==> src/rtl/cmd_frame_decoder_pkg.sv <==
// Shared definitions for the host command frame decoder:
// command bytes, operand register addresses and FSM state encoding.
package cmd_frame_decoder_pkg;

    localparam logic [7:0] CMD_RF_WR   = 8'hAA;
    localparam logic [7:0] CMD_RF_RD   = 8'hBB;
    localparam logic [7:0] CMD_ALU_OP  = 8'hCC;
    localparam logic [7:0] CMD_ALU_NOP = 8'hDD;

    localparam int unsigned REG_OP_A = 0;
    localparam int unsigned REG_OP_B = 1;

    typedef enum logic [3:0] {
        ST_IDLE     = 4'd0,
        ST_WR_ADDR  = 4'd1,
        ST_WR_DATA  = 4'd2,
        ST_RD_ADDR  = 4'd3,
        ST_RD_WAIT  = 4'd4,
        ST_OP_A     = 4'd5,
        ST_OP_B     = 4'd6,
        ST_ALU_FUN  = 4'd7,
        ST_ALU_WAIT = 4'd8,
        ST_TX_LO    = 4'd9,
        ST_TX_HI    = 4'd10
    } state_t;

endpackage

==> src/rtl/cmd_frame_decoder.sv <==
// Decodes host command frames from the UART RX byte stream, drives the
// register file and ALU, and pushes response bytes into the TX FIFO.
module cmd_frame_decoder
    import cmd_frame_decoder_pkg::*;
#(
    parameter int unsigned DATA_WIDTH    = 8,
    parameter int unsigned ADDR_WIDTH    = 4,
    parameter int unsigned ALU_FUN_WIDTH = 4
) (
    input  logic                     CLK,
    input  logic                     RST,
    input  logic [DATA_WIDTH-1:0]    rx_data,
    input  logic                     rx_valid,
    output logic [ADDR_WIDTH-1:0]    rf_addr,
    output logic                     rf_wr_en,
    output logic [DATA_WIDTH-1:0]    rf_wr_data,
    output logic                     rf_rd_en,
    input  logic [DATA_WIDTH-1:0]    rf_rd_data,
    input  logic                     rf_rd_valid,
    output logic                     alu_en,
    output logic [ALU_FUN_WIDTH-1:0] alu_fun,
    output logic                     alu_clk_en,
    input  logic [2*DATA_WIDTH-1:0]  alu_out,
    input  logic                     alu_out_valid,
    output logic [DATA_WIDTH-1:0]    fifo_wr_data,
    output logic                     fifo_wr_inc,
    input  logic                     fifo_full
);

    state_t                state;
    logic [DATA_WIDTH-1:0] resp_hi;
    logic                  resp_is_alu;

    // A push is issued the cycle after fifo_full is seen low; while in TX_LO/TX_HI
    // a high fifo_wr_inc means the current byte is being pushed right now.
    always_ff @(posedge CLK or posedge RST) begin
        if (RST) begin
            state        <= ST_IDLE;
            rf_addr      <= '0;
            rf_wr_en     <= 1'b0;
            rf_wr_data   <= '0;
            rf_rd_en     <= 1'b0;
            alu_en       <= 1'b0;
            alu_fun      <= '0;
            alu_clk_en   <= 1'b0;
            fifo_wr_data <= '0;
            fifo_wr_inc  <= 1'b0;
            resp_hi      <= '0;
            resp_is_alu  <= 1'b0;
        end else begin
            rf_wr_en    <= 1'b0;
            rf_rd_en    <= 1'b0;
            alu_en      <= 1'b0;
            fifo_wr_inc <= 1'b0;
            case (state)
                ST_IDLE: begin
                    if (rx_valid) begin
                        if (rx_data == DATA_WIDTH'(CMD_RF_WR)) begin
                            state <= ST_WR_ADDR;
                        end else if (rx_data == DATA_WIDTH'(CMD_RF_RD)) begin
                            state <= ST_RD_ADDR;
                        end else if (rx_data == DATA_WIDTH'(CMD_ALU_OP)) begin
                            state <= ST_OP_A;
                        end else if (rx_data == DATA_WIDTH'(CMD_ALU_NOP)) begin
                            state      <= ST_ALU_FUN;
                            alu_clk_en <= 1'b1;
                        end
                    end
                end
                ST_WR_ADDR: begin
                    if (rx_valid) begin
                        rf_addr <= rx_data[ADDR_WIDTH-1:0];
                        state   <= ST_WR_DATA;
                    end
                end
                ST_WR_DATA: begin
                    if (rx_valid) begin
                        rf_wr_data <= rx_data;
                        rf_wr_en   <= 1'b1;
                        state      <= ST_IDLE;
                    end
                end
                ST_RD_ADDR: begin
                    if (rx_valid) begin
                        rf_addr  <= rx_data[ADDR_WIDTH-1:0];
                        rf_rd_en <= 1'b1;
                        state    <= ST_RD_WAIT;
                    end
                end
                ST_RD_WAIT: begin
                    if (rf_rd_valid) begin
                        fifo_wr_data <= rf_rd_data;
                        fifo_wr_inc  <= !fifo_full;
                        resp_is_alu  <= 1'b0;
                        state        <= ST_TX_LO;
                    end
                end
                ST_OP_A: begin
                    if (rx_valid) begin
                        rf_addr    <= ADDR_WIDTH'(REG_OP_A);
                        rf_wr_data <= rx_data;
                        rf_wr_en   <= 1'b1;
                        state      <= ST_OP_B;
                    end
                end
                ST_OP_B: begin
                    if (rx_valid) begin
                        rf_addr    <= ADDR_WIDTH'(REG_OP_B);
                        rf_wr_data <= rx_data;
                        rf_wr_en   <= 1'b1;
                        alu_clk_en <= 1'b1;
                        state      <= ST_ALU_FUN;
                    end
                end
                ST_ALU_FUN: begin
                    if (rx_valid) begin
                        alu_fun <= rx_data[ALU_FUN_WIDTH-1:0];
                        alu_en  <= 1'b1;
                        state   <= ST_ALU_WAIT;
                    end
                end
                ST_ALU_WAIT: begin
                    if (alu_out_valid) begin
                        fifo_wr_data <= alu_out[DATA_WIDTH-1:0];
                        resp_hi      <= alu_out[2*DATA_WIDTH-1:DATA_WIDTH];
                        fifo_wr_inc  <= !fifo_full;
                        resp_is_alu  <= 1'b1;
                        alu_clk_en   <= 1'b0;
                        state        <= ST_TX_LO;
                    end
                end
                ST_TX_LO: begin
                    if (fifo_wr_inc) begin
                        if (resp_is_alu) begin
                            fifo_wr_data <= resp_hi;
                            fifo_wr_inc  <= !fifo_full;
                            state        <= ST_TX_HI;
                        end else begin
                            state <= ST_IDLE;
                        end
                    end else begin
                        fifo_wr_inc <= !fifo_full;
                    end
                end
                ST_TX_HI: begin
                    if (fifo_wr_inc) begin
                        state <= ST_IDLE;
                    end else begin
                        fifo_wr_inc <= !fifo_full;
                    end
                end
                default: state <= ST_IDLE;
            endcase
        end
    end

endmodule
==> config.mk <==
export PLATFORM = sky130hd
export DESIGN_NAME = cmd_frame_decoder
export DESIGN_NICKNAME = d
export VERILOG_FILES = /design/src/rtl/cmd_frame_decoder_pkg.sv /design/src/rtl/cmd_frame_decoder.sv
export SDC_FILE = /design/constraint.sdc
export NUM_CORES = 1
export LEC_CHECK = 0
export ABC_AREA = 1
export CORE_ASPECT_RATIO = 2
export CORE_MARGIN = 1.5
export CORE_UTILIZATION = 35
export CTS_CLUSTER_DIAMETER = 50
export DETAILED_ROUTE_END_ITERATION = 12
export SETUP_SLACK_MARGIN = 0.3
export SYNTH_ARGS = -nofsm -noshare
export SYNTH_HDL_FRONTEND = slang
export SYNTH_SLANG_ARGS = --single-unit
==> constraint.sdc <==
create_clock -name CLK -period 2 [get_ports CLK]
set_input_delay 0.2 -clock CLK [delete_from_list [all_inputs] [get_ports CLK]]
set_output_delay 0.2 -clock CLK [all_outputs]
set_load 0.01 [all_outputs]
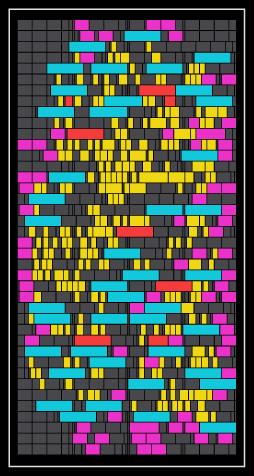
(images/class_map.png)
(4 px per um) Fill, decap, tap and diode cells in grey.
colour	class	cells
red	clock drivers and dummy loads	8
cyan	registers	42
magenta	remaining buffers and delay cells	72
yellow	remaining logic cells	240

==> run_results.csv <==
group,metric,value,unit
detailed_routing,viasPerCell,4.84,
job,maxCapViolations,0,
floorplanning,dieArea,0.00666,mm^2
layout,num-fill-cells,594,
synthesis,yosysSeqAreaShare,48.8,%
place,hpwl,4440,um
job,warnings,26,
synthesis,synth_flops,42,
worst_setup_path,required,2.17,ns
place,port_buffers,66,
synthesis,yosysWarnings,0,
worst_setup_path,crit_arrival,1.70,ns
pwr,cellLeakagePower,1.51,nW
timing,setup-tns-final,0,ns
synthesis,ys_cells,284,
layout,comb_area,0.00102,mm^2
layout,lay_top_cells,"nand2_1 (118), clkdlybuf4s50_1 (66), dfrtp_1 (40)",
grt,overflow,0,
grt,grt_pass1_vias,2137,
timing,fmax,0.655,GHz
synthesis,ys_types,22,
pwr,ir_drop,0.674,mV
layout,area_growth,45.1,%
outcome,outcome,"complete, no violations",
synthesis,fp_nets,322,
worst_setup_path,crit_path_end_kind,"flop",
layout,fin_cells,425,
timing,post-route-min-period,1.53,ns
detailed_routing,routedWlPerCell,13.9,um
clock_tree,clkSinkCount,42,
timing,grt_setup_unrepaired,"false",
timing,finalMaxSlewViolations,0,
floorplanning,rows,40,
layout,lay_top_count,"nand2_1",
layout,seq_area,0.00105,mm^2
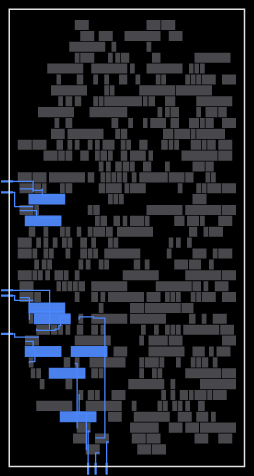
(images/port_trees.png)
(4 px per um)
colour	port	bits	direction	end cells	buffers	wire
blue	`rf_wr_data`	8	output	8	8	215 um

[metal layers]
metal  wire [um]  vias to the layer above  GRT usage, %
met1        2090                      923          19.7
met5           0                        -             0
li1            -                     1047             -
met3         269                       19          3.17
met2        3250                       68          35.4
met4         273                        0          10.9
[logic make-up after synthesis]
family | Yosys count | share of synthesized area (%)
and+or+nand+nor | 182 | 36.6
AOI/OAI and AO/OA | 32 | 9.06
DFF | 42 | 48.8
buffers and inverters | 28 | 5.52
[how the worst max path moves through the flow]
| stage | startpoint | end | cells past startpoint |
|---|---|---|---|
| after CTS | state[3]$_DFFE_PP0P_ | rf_wr_data[6]$_DFFE_PP0P_ | 6 |
| final | state[0]$_DFFE_PP0P_ | state[0]$_DFFE_PP0P_ | 9 |
| after floorplan | state[3]$_DFFE_PP0P_ | fifo_wr_data[6]$_DFFE_PP0P_ | 8 |
| after global routing | state[1]$_DFFE_PP0P_ | state[3]$_DFFE_PP0P_ | 8 |
| after detailed placement | state[3]$_DFFE_PP0P_ | fifo_wr_data[3]$_DFFE_PP0P_ | 7 |
| after global placement | state[3]$_DFFE_PP0P_ | fifo_wr_data[5]$_DFFE_PP0P_ | 7 |
[layout make-up]
| cell class | count | share of cell area, % |
|---|---|---|
| flip-flops and latches | 42 | 33.7 |
| repair buffers | 72 | 23.4 |
| clock buffers | 6 | 4.45 |
| inverters | 25 | 3.00 |
| multi-input cells | 215 | 32.5 |
| clock inverters | 2 | 0.400 |
| well taps | 63 | 2.52 |
[registers in the layout, indices dropped and copies added, names as in the netlist]
name,count
rf_rd_en,1
alu_fun,4
state,4
fifo_wr_inc,1
resp_hi,8
alu_clk_en,1
rf_wr_data,8
alu_en,1
rf_wr_en,1
resp_is_alu,1
fifo_wr_data,8
rf_addr,4
[stage by stage]
stage          area, um^2  worst slack, ns  util (%)
4_1_cts              3070            0.303      51.6
3_5_place_dp         2900            0.261      48.6
3_3_place_gp         2900            0.242      48.6
5_1_grt              3120            0.325      52.5
6_report             3120            0.472      52.5
2_1_floorplan        2150            0.600         -
[cell usage after synthesis (all sizes together)]
cell	n	area, um^2
nand4	1	6.26
a31oi	1	6.26
nand2	125	482
nor3	1	5.00
a21oi	16	110
nand3	18	95.1
o21ai	15	78.8
inv	25	93.8
and3	5	31.3
buf	3	25.0
nor2	32	169
dfrtp	42	1050
[timing repair]
item,4_1_cts,5_1_grt
hold endpoints to repair,0,0
endpoints found under the setup margin,8,24
gates cloned,0,1
hold buffers,0,0
gates resized,0,12
pin swaps,1,3
buffers inserted,2,2
[worst max-delay path, cell delays in order (launching register included)]
cell     delay (ns)
dfrtp_2        0.45
inv_1          0.09
nand2_1        0.13
nand2_1        0.11
nand2_1        0.12
nand3_1        0.13
nor2_4         0.16
o21ai_2        0.11
nand2_1        0.07
nand2_1        0.04
[power breakdown]
group	internal (mW)	switching, mW
combinational	1.02	1.17
sequential	1.24	0.249
clock	0.494	0.329
Power is estimated from default activity; no workload was simulated.
